===== src/rtl/diff_calc.sv =====
// diff_calc: front end for the neck (constriction) judge.
// Block-averages arc resistance samples over 2**AVG_LOG2 samples, keeps the
// last four averages and produces saturated 1st/2nd/3rd backward
// differences with a one-cycle en_judge strobe.
// Ports:
//   clk               system clock
//   rst               synchronous active-high reset
//   clear             synchronous flush (arc restart / algorithm off)
//   sample_valid      sample_data is valid this cycle
//   sample_data       signed DW-bit resistance sample
//   en_judge          one-cycle strobe: new difference set valid
//   first_order_data  d1 = a0-a1, saturated to OW bits
//   second_order_data d2 = a0-2a1+a2, saturated to OW bits
//   third_order_data  d3 = a0-3a1+3a2-a3, saturated to OW bits
//   sat               at least one difference saturated (with en_judge)
module diff_calc #(
  parameter int DW         = 12,
  parameter int OW         = 13,
  parameter int AVG_LOG2   = 2,
  parameter int GAIN_SHIFT = 0
) (
  input  logic                 clk,
  input  logic                 rst,
  input  logic                 clear,
  input  logic                 sample_valid,
  input  logic signed [DW-1:0] sample_data,
  output logic                 en_judge,
  output logic signed [OW-1:0] first_order_data,
  output logic signed [OW-1:0] second_order_data,
  output logic signed [OW-1:0] third_order_data,
  output logic                 sat
);

  localparam int AW = DW + AVG_LOG2;
  localparam int CW = (AVG_LOG2 > 0) ? AVG_LOG2 : 1;
  localparam int FW = DW + 3;
  localparam int XW = FW + GAIN_SHIFT;
  localparam logic signed [XW-1:0] SMAX = XW'((2 ** (OW - 1)) - 1);
  localparam logic signed [XW-1:0] SMIN = -SMAX - XW'(1);

  typedef enum logic {S_FILL, S_RUN} state_t;

  logic                 w_flush;
  assign w_flush = rst || clear;

  // ---------------- averaging stage ----------------
  logic signed [AW-1:0] r_acc;
  logic [CW-1:0]        r_cnt;
  logic signed [DW-1:0] r_avg;
  logic                 r_avg_v;
  logic                 w_last;
  logic signed [AW-1:0] w_sum;
  logic signed [DW-1:0] w_avg;

  assign w_last = (r_cnt == CW'((1 << AVG_LOG2) - 1));
  assign w_sum  = r_acc + AW'(sample_data);
  // floor average; a full block sum always fits AW bits, so the mean fits DW
  assign w_avg  = DW'(w_sum >>> AVG_LOG2);

  always_ff @(posedge clk) begin
    if (w_flush) begin
      r_acc   <= '0;
      r_cnt   <= '0;
      r_avg   <= '0;
      r_avg_v <= 1'b0;
    end else if (sample_valid) begin
      if (w_last) begin
        r_acc   <= '0;
        r_cnt   <= '0;
        r_avg   <= w_avg;
        r_avg_v <= 1'b1;
      end else begin
        r_acc   <= w_sum;
        r_cnt   <= r_cnt + CW'(1);
        r_avg_v <= 1'b0;
      end
    end else begin
      r_avg_v <= 1'b0;
    end
  end

  // ---------------- history, fill and FSM ----------------
  logic signed [DW-1:0] r_hist [4];
  logic [2:0]           r_fill;
  logic                 r_shift_v;
  state_t               r_state;
  state_t               w_state_nx;
  logic                 w_strobe;

  always_ff @(posedge clk) begin
    if (w_flush) begin
      r_state <= S_FILL;
    end else begin
      r_state <= w_state_nx;
    end
  end

  always_comb begin
    w_state_nx = r_state;
    w_strobe   = 1'b0;
    case (r_state)
      S_FILL: if (r_avg_v && (r_fill == 3'd3)) w_state_nx = S_RUN;
      S_RUN:  w_strobe = r_shift_v;
      default: w_state_nx = S_FILL;
    endcase
  end

  always_ff @(posedge clk) begin
    if (w_flush) begin
      for (int unsigned i = 0; i < 4; i++) r_hist[i] <= '0;
      r_fill    <= '0;
      r_shift_v <= 1'b0;
    end else begin
      r_shift_v <= r_avg_v;
      if (r_avg_v) begin
        r_hist[3] <= r_hist[2];
        r_hist[2] <= r_hist[1];
        r_hist[1] <= r_hist[0];
        r_hist[0] <= r_avg;
        if (r_fill != 3'd4) r_fill <= r_fill + 3'd1;
      end
    end
  end

  // ---------------- difference stage ----------------
  logic signed [FW-1:0] w_h0, w_h1, w_h2, w_h3;
  logic signed [FW-1:0] w_d1, w_d2, w_d3;
  logic signed [XW-1:0] w_x1, w_x2, w_x3;
  logic [OW:0]          w_s1, w_s2, w_s3;

  assign w_h0 = FW'(r_hist[0]);
  assign w_h1 = FW'(r_hist[1]);
  assign w_h2 = FW'(r_hist[2]);
  assign w_h3 = FW'(r_hist[3]);

  assign w_d1 = w_h0 - w_h1;
  assign w_d2 = w_h0 - (w_h1 <<< 1) + w_h2;
  assign w_d3 = w_h0 - ((w_h1 <<< 1) + w_h1) + ((w_h2 <<< 1) + w_h2) - w_h3;

  assign w_x1 = XW'(w_d1) <<< GAIN_SHIFT;
  assign w_x2 = XW'(w_d2) <<< GAIN_SHIFT;
  assign w_x3 = XW'(w_d3) <<< GAIN_SHIFT;

  // returns {saturated flag, clamped value}
  function automatic logic [OW:0] f_sat(input logic signed [XW-1:0] v);
    if (v > SMAX)      return {1'b1, SMAX[OW-1:0]};
    else if (v < SMIN) return {1'b1, SMIN[OW-1:0]};
    else               return {1'b0, v[OW-1:0]};
  endfunction

  assign w_s1 = f_sat(w_x1);
  assign w_s2 = f_sat(w_x2);
  assign w_s3 = f_sat(w_x3);

  always_ff @(posedge clk) begin
    if (w_flush) begin
      en_judge          <= 1'b0;
      first_order_data  <= '0;
      second_order_data <= '0;
      third_order_data  <= '0;
      sat               <= 1'b0;
    end else begin
      en_judge <= w_strobe;
      if (w_strobe) begin
        first_order_data  <= w_s1[OW-1:0];
        second_order_data <= w_s2[OW-1:0];
        third_order_data  <= w_s3[OW-1:0];
        sat               <= w_s1[OW] | w_s2[OW] | w_s3[OW];
      end
    end
  end

endmodule


===== config.mk =====
export PLATFORM = sky130hd
export DESIGN_NAME = diff_calc
export DESIGN_NICKNAME = d
export VERILOG_FILES = /design/src/rtl/diff_calc.sv
export SDC_FILE = /design/constraint.sdc
export NUM_CORES = 1
export LEC_CHECK = 0
export CAP_MARGIN = 0
export CORE_ASPECT_RATIO = 0.6
export CORE_MARGIN = 8
export CORE_UTILIZATION = 55
export DETAILED_ROUTE_END_ITERATION = 10
export PLACE_DENSITY = 0.82
export SYNTH_ARGS = -nofsm -noshare
export SYNTH_HDL_FRONTEND = slang
export SYNTH_SLANG_ARGS = --single-unit

===== constraint.sdc =====
create_clock -name clk -period 4 [get_ports clk]
set_input_delay 1 -clock clk [delete_from_list [all_inputs] [get_ports clk]]
set_output_delay 1 -clock clk [all_outputs]
set_load 0.02 [all_outputs]

run_1/zoom.png
Window x 120 to 145, y 72 to 97 µm. Cells in gray, sequential cells in the stronger gray; small squares are vias.
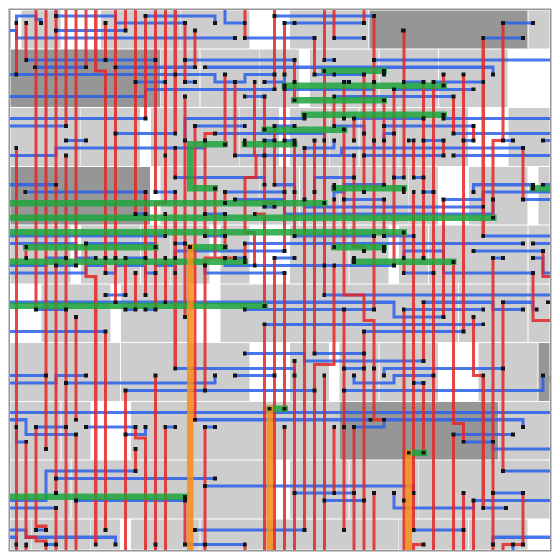
- red: met2
- green: met3
- blue: met1
- orange: met4
- netlist names of flops here include: third_order_data (4)
- sequential cells in the window: 4
- cells with their middle in the window: 65
- most frequent: buf_4 (8), o21ai_0 (7), a21oi_1 (6)

run_1/met1.png
(1.5 px per µm)
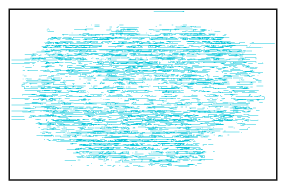
- wire length on this layer: 10,300 µm
- main direction: horizontal
- share of all routed wire: 42%
- nets with wire on the layer: 1,187
- longest straight run: 93.4 µm
Vias: 7,557
Total Wirelength: 24.6 mm
met1 usage: 30.1%

run_1/gate_families.png
(1.5 px per µm)
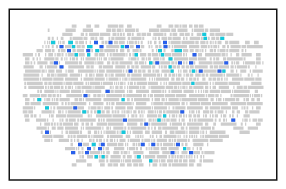
- cyan: AND-OR and OR-AND gates (cells 36)
- blue: XOR/XNOR gates (cells 39)
Comb/total area: 47.1%
Non-Filler Instances: 1,325
most used logic cell in the final layout: inv_1

run 1: layout by cell type, fill, tap and decap left out, types with 4 or more instances in the layout:
master           netlist  routed
mux2i_1                4       4
nand3_1                9       8
fa_1                  62      60
buf_6                  1       5
buf_4                  2     122
ha_1                  61      51
a21oi_2               10      19
nor2b_1               19      18
xnor2_1               31      31
clkdlybuf4s50_1        0      56
o21ai_0               43      40
a211oi_1               5       4
xor2_1                 8       8
o211ai_1               4       4
nand2b_1              10       9
a21o_1                14      13
nand2_1               77      73
a31oi_1                5       5
o21a_1                 8       8
clkbuf_16              0      18
edfxtp_1              48      48
o31a_1                 5       5
nand2_2                2       6
nor3_1                46      42
dfxtp_1               75      75
ha_4                   0       9
inv_1                154     124
nand3b_1               4       4
a21oi_1               87      77
and3_1                12      12
o21ai_2                1       5
nor2_1                50      49
inv_2                  0      30
run 1: power by group:
group          internal, mW  switching, mW
Clock                 0.987          0.603
Combinational          1.35           1.56
Sequential             1.33         0.0175
Total                  3.67           2.18
run 1: cell type report:
type	count	share of cell area [%]
Multi-Input combinational cell	628	47.1
Timing Repair Buffer	185	14.0
Sequential cell	123	26.2
Inverter	154	5.15
Clock buffer	22	4.32
Clock inverter	10	0.980
Tap cell	203	2.26
run 1: per-layer routing:
layer / track usage [%] / routed length [µm] / up-vias / part of all wire (%)
li1: - / - / 3490 / -
met5: 0 / 0 / - / 0
met1: 30.1 / 10300 / 3666 / 42
met2: 39.5 / 11700 / 330 / 48
met4: 9.68 / 833 / 0 / 3.4
met3: 4.82 / 1720 / 71 / 7.0
==> run_results.csv, run 1 <==
group,metric,value,unit
run_status,status,"finished with violations",
run_status,violations,"negative setup slack",
sta,finalSetupViolations,13,
floorplanning,die-area,20000,µm²
synthesis,synth.most_common_cell,"inv_1",
critical_path,crit_start,"r_hist[2][4]",
critical_path,reg2reg_depth,15,
critical_path,cp.arrival,4.79,ns
synthesis,synthAdderAreaFrac,23.3,%
synthesis,topCombFamilyByArea,"adder cells",
synthesis,yosysCellCount,936,
sta,rsz0062_at_grt,"true",
clock_network,cts_tree,"yes",
clock_network,htree_num_levels,4,
synthesis,largest_area_cell,"dfxtp_1",
clock_network,clock.latency.late_pin,0.43,ns
floorplanning,die_y,113,µm
sta,layout_setup_ws,-0.495,ns
placed_design,dp_hpwl,15.6,mm
detailed_routing,drtIter0Drc,718,
job,maxCapViolCount,0,
critical_path,critPathKind,"reg -> reg",
power,irDropWorstVdd,0.368,mV
critical_path,critPathMostFrequentCell,"fa_1",
placed_design,io_buffers,56,
synthesis,synth.distinct_cells,64,
synthesis,topCellsByArea,"dfxtp_1, edfxtp_1, fa_1",
cells_and_area,antenna_cells,0,
synthesis,ys_chip_area,8590,µm²
cells_and_area,syn_to_final_growth,30.8,%
global_route,antenna_found_initial,0,
floorplanning,top_level_ports,57,
placed_design,place_area,10100,µm²
critical_path,crit_buf_inv,3,
placed_design,preCtsSetupSlack,-0.305,ns
critical_path,critPathCapture,"third_order_data[11]",
--- run 2 (diff from run 1) ---
--- a/config.mk
+++ b/config.mk
@@ -9,8 +9,10 @@
 export CORE_ASPECT_RATIO = 0.6
 export CORE_MARGIN = 8
 export CORE_UTILIZATION = 55
+export CTS_CLUSTER_SIZE = 16
 export DETAILED_ROUTE_END_ITERATION = 10
 export PLACE_DENSITY = 0.82
+export SKIP_CTS_REPAIR_TIMING = 1
 export SYNTH_ARGS = -nofsm -noshare
 export SYNTH_HDL_FRONTEND = slang
 export SYNTH_SLANG_ARGS = --single-unit
==> run_results.csv, run 2 <==
group,metric,value,unit
run_status,status,"finished with violations",
run_status,violations,"negative setup slack",
detailed_routing,met3_length,1.69,mm
cells_and_area,lay_top_cells,"inv_1, buf_4, nand2_1, a21oi_1, dfxtp_1",
sta,finalSetupViolations,14,
synthesis,topCellsByArea,"dfxtp_1, edfxtp_1, fa_1",
synthesis,synth.most_common_cell,"inv_1",
detailed_routing,wirelength,23.3,mm
sta,layout_setup_ws,-0.393,ns
cells_and_area,syn_to_final_growth,28.4,%
floorplanning,die_y,113,µm
placed_design,preCtsSetupSlack,-0.305,ns
synthesis,synth.distinct_cells,64,
sta,rsz0062_at_grt,"true",
detailed_routing,drtIter0Drc,613,
critical_path,crit_buf_inv,3,
detailed_routing,wl_met1,10.0,mm
detailed_routing,vias,7364,
clock_network,clock.latency.late_pin,0.42,ns
global_route,antenna_found_initial,0,
placed_design,io_buffers,56,
global_route,met2_usage,37.1,%
power,irDropWorstVdd,0.346,mV
global_route,grt_use_met3,4.32,%
global_route,busiest_layer,"met2",
synthesis,yosysCellCount,936,
floorplanning,top_level_ports,57,
job,maxCapViolCount,0,
critical_path,critPathMostFrequentCell,"fa_1",
critical_path,critPathKind,"reg -> reg",
global_route,grt_use_met1,29.7,%
clock_network,cts_tree,"yes",
synthesis,largest_area_cell,"dfxtp_1",
detailed_routing,routed-wl-met2,11.1,mm
cells_and_area,antenna_cells,0,
detailed_routing,top_layer,"met4",
[run 2: cell count changes in the layout (fill, tap and decap cells not counted), sizes merged]
cell,previous run,this run
buf,129,107
[run 2: cell families (layout without fill, tap and decap cells)]
family	Yosys count	count (layout)	share of synthesized area (%)
adder cells (fa/ha/maj)	123	123	23.3
buffers and inverters	186	349	8.31
AND-OR/OR-AND	215	216	15.9
flip-flops	123	123	34.3
multiplexers	5	5	0.597
AND/OR/NAND/NOR	245	245	13.6
XOR/XNOR	39	39	3.98
[run 2: through the flow]
step | TNS (ns) | instances | power [mW] | util [%]
floorplan | -0.115 | 936 | 2.84 | -
global placement | -2.19 | 1256 | 3.39 | 66.0
detailed placement | -3.36 | 1256 | 3.46 | 66.0
CTS | -4.91 | 1288 | 5.09 | 69.9
global route | -6.55 | 1303 | 5.84 | 71.9
finish | -4.51 | 1303 | 5.58 | 71.9
[run 2: worst register-to-register path: stages, from the launching register on]
cell	delay, ns
edfxtp_1	0.42
inv_2	0.11
fa_1	0.45
fa_1	0.57
inv_1	0.07
fa_1	0.55
inv_1	0.08
ha_4	0.26
nor3_4	0.13
nor3_2	0.08
a2111oi_2	0.38
o21bai_1	0.15
xor2_1	0.21
o31a_4	0.43
nor2_4	0.28
a21oi_2	0.10
[run 2: cell type report]
class	count	area, µm²	area share, %
clock buffers	22	485	4.40
clock inverters	10	110	0.999
inverters	154	578	5.24
multi-input cells	628	5260	47.7
flip-flops and latches	123	2940	26.7
well taps	203	254	2.30
repair buffers	163	1390	12.6
[run 2: power by group]
| group | switching, mW | leakage [nW] | internal, mW | total [mW] |
|---|---|---|---|---|
| sequential | 0.0168 | 1.14 | 1.33 | 1.34 |
| clock | 0.598 | 0.297 | 0.987 | 1.58 |
| combinational | 1.44 | 3.29 | 1.22 | 2.65 |
run_2/final_congestion.png
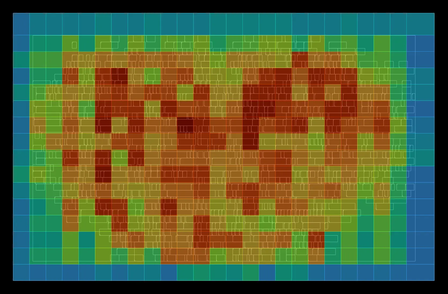
routed len/inst: 17.9 µm
Finished Core Util: 71.9%

run_2/registers.png
(3 px per µm)
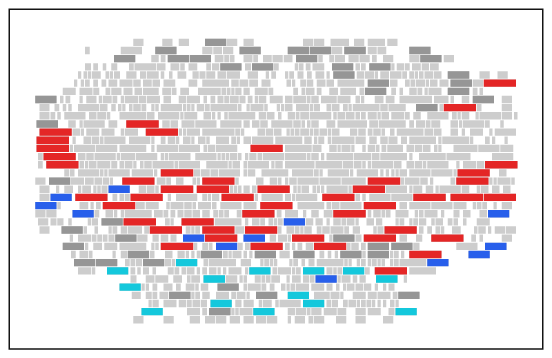
- cyan: r_acc (sequential cells 14)
- red: r_hist (sequential cells 48)
- blue: first_order_data (sequential cells 13)
- not colored: 48
FF+latch area: 2940 µm²
Seq area share: 26.7%
Seq group: 1.34 mW

run_2/zoom.png
Window x 120 to 145, y 72 to 97 µm. Cells in gray, sequential cells in the stronger gray; small squares are vias.
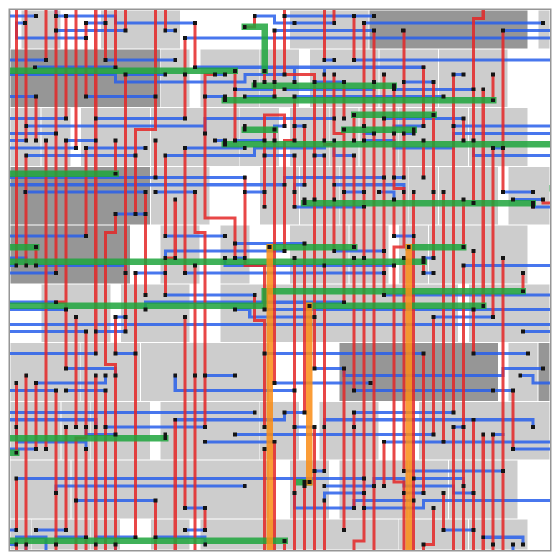

--- run 3 (diff from run 2) ---
--- a/config.mk
+++ b/config.mk
@@ -5,13 +5,13 @@
 export SDC_FILE = /design/constraint.sdc
 export NUM_CORES = 1
 export LEC_CHECK = 0
-export CAP_MARGIN = 0
 export CORE_ASPECT_RATIO = 0.6
 export CORE_MARGIN = 8
-export CORE_UTILIZATION = 55
+export CORE_UTILIZATION = 32
+export CTS_BUF_LIST = sky130_fd_sc_hd__clkbuf_16
 export CTS_CLUSTER_SIZE = 16
 export DETAILED_ROUTE_END_ITERATION = 10
-export PLACE_DENSITY = 0.82
+export PLACE_DENSITY = 0.54
 export SKIP_CTS_REPAIR_TIMING = 1
 export SYNTH_ARGS = -nofsm -noshare
 export SYNTH_HDL_FRONTEND = slang
==> run_results.csv, run 3 <==
group,metric,value,unit
run_status,violations,"negative setup slack",
floorplanning,top_level_ports,57,
power,combinationalPowerShare,46.4,%
synthesis,topCellsByArea,"dfxtp_1, edfxtp_1, fa_1",
detailed_routing,wl_per_cell,15.2,µm
global_route,busiest_layer,"met1",
detailed_routing,drtIter0Drc,450,
synthesis,synthAdderAreaFrac,23.3,%
global_route,antenna_found_initial,0,
sta,layout_setup_ws,-0.342,ns
power,power_leader,"combinational cells",
synthesis,yosysCellCount,936,
detailed_routing,vias,6871,
synthesis,xor_share,3.98,%
floorplanning,die_y,143,µm
power,comb_power,2.56,mW
clock_network,cts_tree,"yes",
synthesis,synth.distinct_cells,64,
synthesis,simple_gate_share,13.6,%
job,warnings,29,
power,p_seq,1.34,mW
critical_path,critPathMostFrequentCell,"inv_2",
clock_network,clk_pin_slew,0.06,ns
synthesis,ys_sh_mux,0.597,%
synthesis,topCombFamilyByArea,"adder cells",
critical_path,reg2reg_depth,15,
sta,max_slew.worst_pin.slew,0.872,ns
sta,rsz0062_at_grt,"true",
sta,finalSetupTns,-3.64,ns
power,p_int,3.55,mW
clock_network,clock.latency.late_pin,0.44,ns
detailed_routing,wirelength,22.2,mm
job,maxCapViolCount,0,
power,powerClk,1.61,mW
synthesis,syn-cell-area,8590,µm²
cells_and_area,antenna_cells,0,
power,switching_share,35.5,%
synthesis,ys_sh_aoi,15.9,%
sta,max_freq,0.230,GHz
power,p_sw,1.96,mW
sta,finalSetupViolations,13,
power,power,5.51,mW
synthesis,largest_area_cell,"dfxtp_1",
synthesis,synth.most_common_cell,"inv_1",
run_status,status,"finished with violations",
critical_path,critPathKind,"reg -> reg",
cells_and_area,syn_to_final_growth,31.0,%
run 3: cell count changes in the layout (fill, tap and decap cells not counted), moves of 3 or more:
cell	previous run	this run
clkinv_4	0	3
buf_6	1	4
a21oi_1	76	80
a21oi_2	21	17
inv_1	133	128
inv_4	3	0
inv_2	21	28
run 3: worst min path at each step:
stage	startpoint	to	slack (ns)
global route	r_avg[9]	r_avg[9]	0.48
global placement	r_avg[8]	r_avg[8]	0.43
detailed placement	r_avg[8]	r_avg[8]	0.44
floorplan	r_avg[7]	r_avg[7]	0.42
CTS	r_avg[8]	r_avg[8]	0.45
finish	r_avg[3]	r_avg[3]	0.45
run 3: tightest hold or removal path, stage by stage (launching register included):
cell and delay, ns:
dfxtp_1 0.31, nand2_1 0.05, a21oi_1 0.05
run 3: per-layer routing:
layer | vias up | part of all wire [%]
met4 | 0 | 0.65
met2 | 96 | 41
met1 | 3306 | 54
met3 | 14 | 4.4
li1 | 3455 | -
met5 | - | 0
run 3: metrics by stage:
step | hold WS (ns) | setup slack, ns | std cells | cell area [µm²] | util, %
3_3_place_gp | 0.434 | -0.270 | 1416 | 10300 | 39.1
6_report | 0.452 | -0.342 | 1463 | 11200 | 42.6
5_1_grt | 0.476 | -0.474 | 1463 | 11200 | 42.6
4_1_cts | 0.454 | -0.353 | 1448 | 10900 | 41.4
3_5_place_dp | 0.440 | -0.331 | 1416 | 10300 | 39.1
2_1_floorplan | 0.417 | -0.0578 | 936 | 8710 | -
run 3: cell type report:
type | count | area, µm² | area share, %
flip-flops and latches | 123 | 2940 | 26.2
well taps | 360 | 450 | 4.01
repair buffers | 166 | 1430 | 12.7
clock buffers | 19 | 475 | 4.23
multi-input cells | 628 | 5240 | 46.6
clock inverters | 13 | 136 | 1.21
inverters | 154 | 578 | 5.14
run_3/zoom.png
Window x 158 to 183, y 95 to 120 µm. Cells in gray, sequential cells in the stronger gray; small squares are vias.
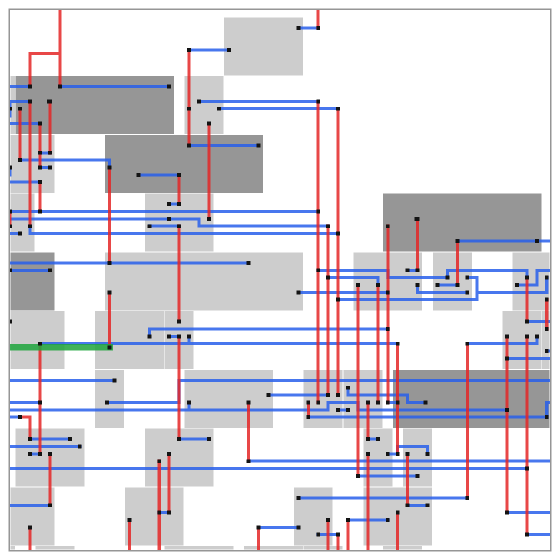

run_3/registers.png
(2 px per µm)
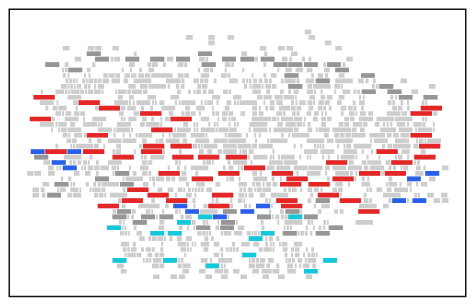
- blue: first_order_data (sequential cells 13)
- red: r_hist (sequential cells 48)
- cyan: r_acc (sequential cells 14)
Finished Core Util: 42.6%
Seq area share: 26.2%

run_3/final_congestion.png
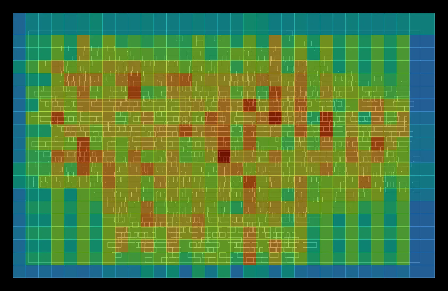
GRT met3 Usage: 4.06%
met2 usage: 19.8%
overall routing resource usage: 14.1%
met1 usage: 21.1%

Power figures rest on the tool's default switching activity, not on a simulated workload.
